Design core_exu_result_flat, sky130hd; sources not shown.
Fig. 1: cells by drive strength
Bar = 20 microns.
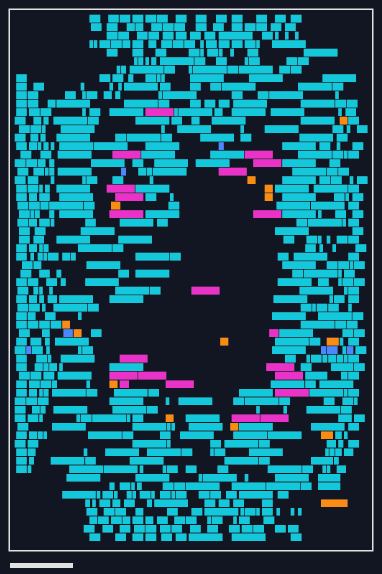
colour	size	cells	share
orange	x3 and x4	14	2.0%
cyan	x1 and smaller	658	94%
blue	x2	7	1.0%
magenta	x6 and larger	21	3.0%
Area Overhead vs Synth: 47.4%
final worst slack: 1940 ps

Fig. 2: signal wires by layer
Bar = 20 microns.
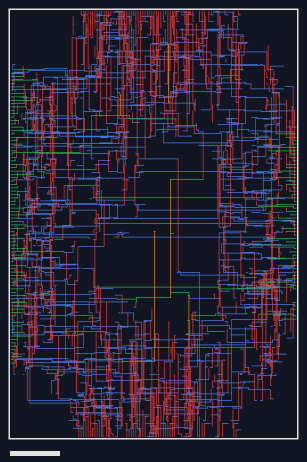
colour	layer	wire length
orange	M4	147 microns
red	M2	7890 microns
blue	M1	5800 microns
green	M3	851 microns
Total Wirelength: 14.7 mm
total track usage: 14.7%
routed length per instance: 15.3 microns

Fig. 3: I/O nets highlighted
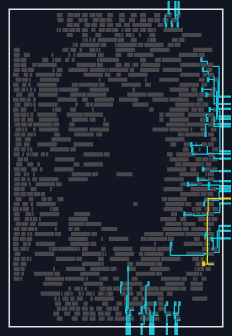
colour	port	direction	edge	end cells	buffers	wire
yellow	exu_out_ready	input	east	1	1	48.6 microns
cyan	exu_out_pc	output	19 east, 10 south, 3 north	32	32	523 microns
I/O Buffers: 252
# IOs: 253

Fig. 4: clock wiring as the flow saved it
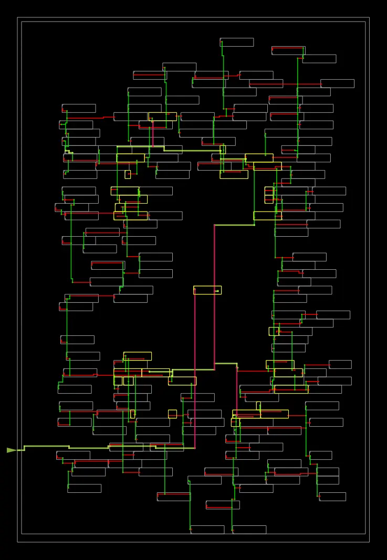
total CTS buffers: 17
clk sinks: 146

==> results_dict.tcl <==
# implementation run metrics
set metrics [dict create \
    yosys-top-cells-count "140 x edfxtp_1, 75 x nor2_1, 70 x mux2i_1" \
    p_comb_uw 289 \
    holdBufCountCts 0 \
    end_kind "output port" \
    avgViaCountPerCell 4.54 \
    p_clk_share_pct 41.5 \
    nWellTaps 256 \
    p_leak_uw 0.00306 \
    min_period_ps 3560 \
    diodes 1 \
    switching_share_pct 21.5 \
    yosys_warnings 0 \
    finalHoldViolations 0 \
    cts.reportedPaths.clkPinSlew_ps 60 \
    dpl.hpwl_mm 10.2 \
    crit_slowest_cell "dfxtp_4" \
    ys_sh_mux_pct 10.9 \
    warnings 26 \
    finish.instance_area_sq_um 9460 \
    die_x_microns 116 \
    yosys.area_share.xor_xnor_pct 0.410 \
    ys_cells 479 \
    instances_no_fill 957 \
    drc 0 \
    crit_required_ps 4620 \
    vias 4342 \
    p_sw_uw 573 \
    lay_top_count "clkdlybuf4s50_1" \
    hold_class "reg2reg" \
    rsz0062_at_grt "no" \
    core_sq_um 19100 \
    ir_worst_vdd_uv 169 \
    status "finished, final reports clean" \
    rr_worst_depth 4 \
    tritoncts "yes" \
    async_flop_share_pct 0 \
    crit_arrival_ps 2690 \
    nNonClkInverters 3 \
    grt_pass1_vias 4321 \
    cp_slowest_stage_delay_ps 930 \
    worst-slew-pin-transition_ps 1020 \
    tns_ps 0 \
    netlist_instances 479 \
    cp_num_buf_inv 2 \
    power.density_nw_per_um2 282 \
    post_dp_cell_area_sq_um 8890 \
    edf_count 140 \
    first_pass_iters 4 \
    clock.fmax_ghz 0.281 \
    seqCellArea_sq_um 4330 \
    fin_nets 831 \
    simple_gate_share_pct 7.31 \
    final_layout_top_logic_cells "251 x clkdlybuf4s50_1, 140 x edfxtp_1, 74 x nor2_1" \
    syn_area_sq_um 6420 \
    ys_sh_aoi_pct 6.88 \
    drt_iter0_markers 202 \
    reg2reg_slack_ps 3160 \
    critPathTopFamily "buffers and inverters" \
    period_used_pct 64.8 \
    antenna_found_initial 1 \
    start_kind "flop" \
    maxSlewViolCount 0 \
    comb_share_pct 17.7 \
    buffer_area_share_pct 27.0 \
    p_clk_uw 1110 \
    clock_buffers 19 \
    yosysChipArea_sq_um 6420 \
    fp_util_pct 33.6 \
    nNonClkBuffers 257 \
    p_seq_share_pct 47.6 \
    largest_class "sequential cells" \
    fa_ha_area_share_pct 0.351 \
    largest_reg_flops 140 \
    most_common_cell "edfxtp_1" \
    dieHeight_microns 173 \
    comb_cells 263 \
    powerSeq_uw 1270 \
    postCtsSetupRepairBufs 0 \
    seq_area_frac_synth_pct 67.4 \
    ys.flops 146 \
    area_leaders "edfxtp_1 66%, mux2i_1 11%, buf_4 4.4%" \
    synth_top_flop_cell "edfxtp_1" \
    placed_cells 925 \
    fp_nets 622 \
    ant_nets 0 \
    min_path_cells 2 \
    combGateArea_sq_um 1670 \
    nFillCells 1719 \
    drive_above_1_share_pct 6.00 \
    sh_seq_area_pct 45.8 \
    grt_pass1_wl_mm 22.1 \
    cts_buffer_depth 2 \
    path_class "reg2out" \
    clock_area_share_pct 5.99 \
    root_buffer "clkbuf_16" \
    pwr-share-comb_pct 10.8 \
    grt_max_degree 71 \
    flop-count 146 \
    grt.overflow.total 0 \
    h-tree-depth 4 \
    postSynthAreaPerCell_sq_um 13.4 \
    synthDistinctLibCells 29 \
    logic_family "multiplexers" \
    cp.depth 4 \
    maxCapViolations 0 \
    rows 62 \
    slew_headroom_pct 32.0 \
    top_cell_area_share_pct 65.5 \
    clock_latency_ps 400 \
    yosysTopAreaCell "edfxtp_1" \
    die-area_sq_um 20000 \
    power_leader "sequential cells" \
    finalSetupViolCount 0 \
    crit_chain "buf_4 > mux2i_1 > nor2_1 > clkdlybuf4s50_1" \
    worst-path-max-fanout 51 \
    p_int_uw 2100 \
    cts-resized-gates 0 \
]
==> per-layer routing <==
metal / global-route usage [%] / wire [microns] / vias up
li1: - / - / 2132
met1: 16.5 / 5800 / 2037
met2: 26.9 / 7890 / 161
met3: 3.51 / 850 / 12
met4: 4.65 / 146 / 0
met5: 0 / 0 / -
==> worst min-delay path, cell delays in order (launching register included) <==
cell	delay, ps
dfxtp_1	320
a31oi_1	40
nor2_1	80
==> metrics by stage <==
stage	utilization (%)	hold WS [ps]	worst slack [ps]	total power (uW)
finish	49.6	434	1940	2670
global route	49.6	456	1730	2760
CTS	49.5	435	1810	2700
detailed placement	46.6	421	2230	1590
global placement	46.6	408	2250	1580
floorplan	-	422	2220	1410
Power and IR drop assume default switching activity.
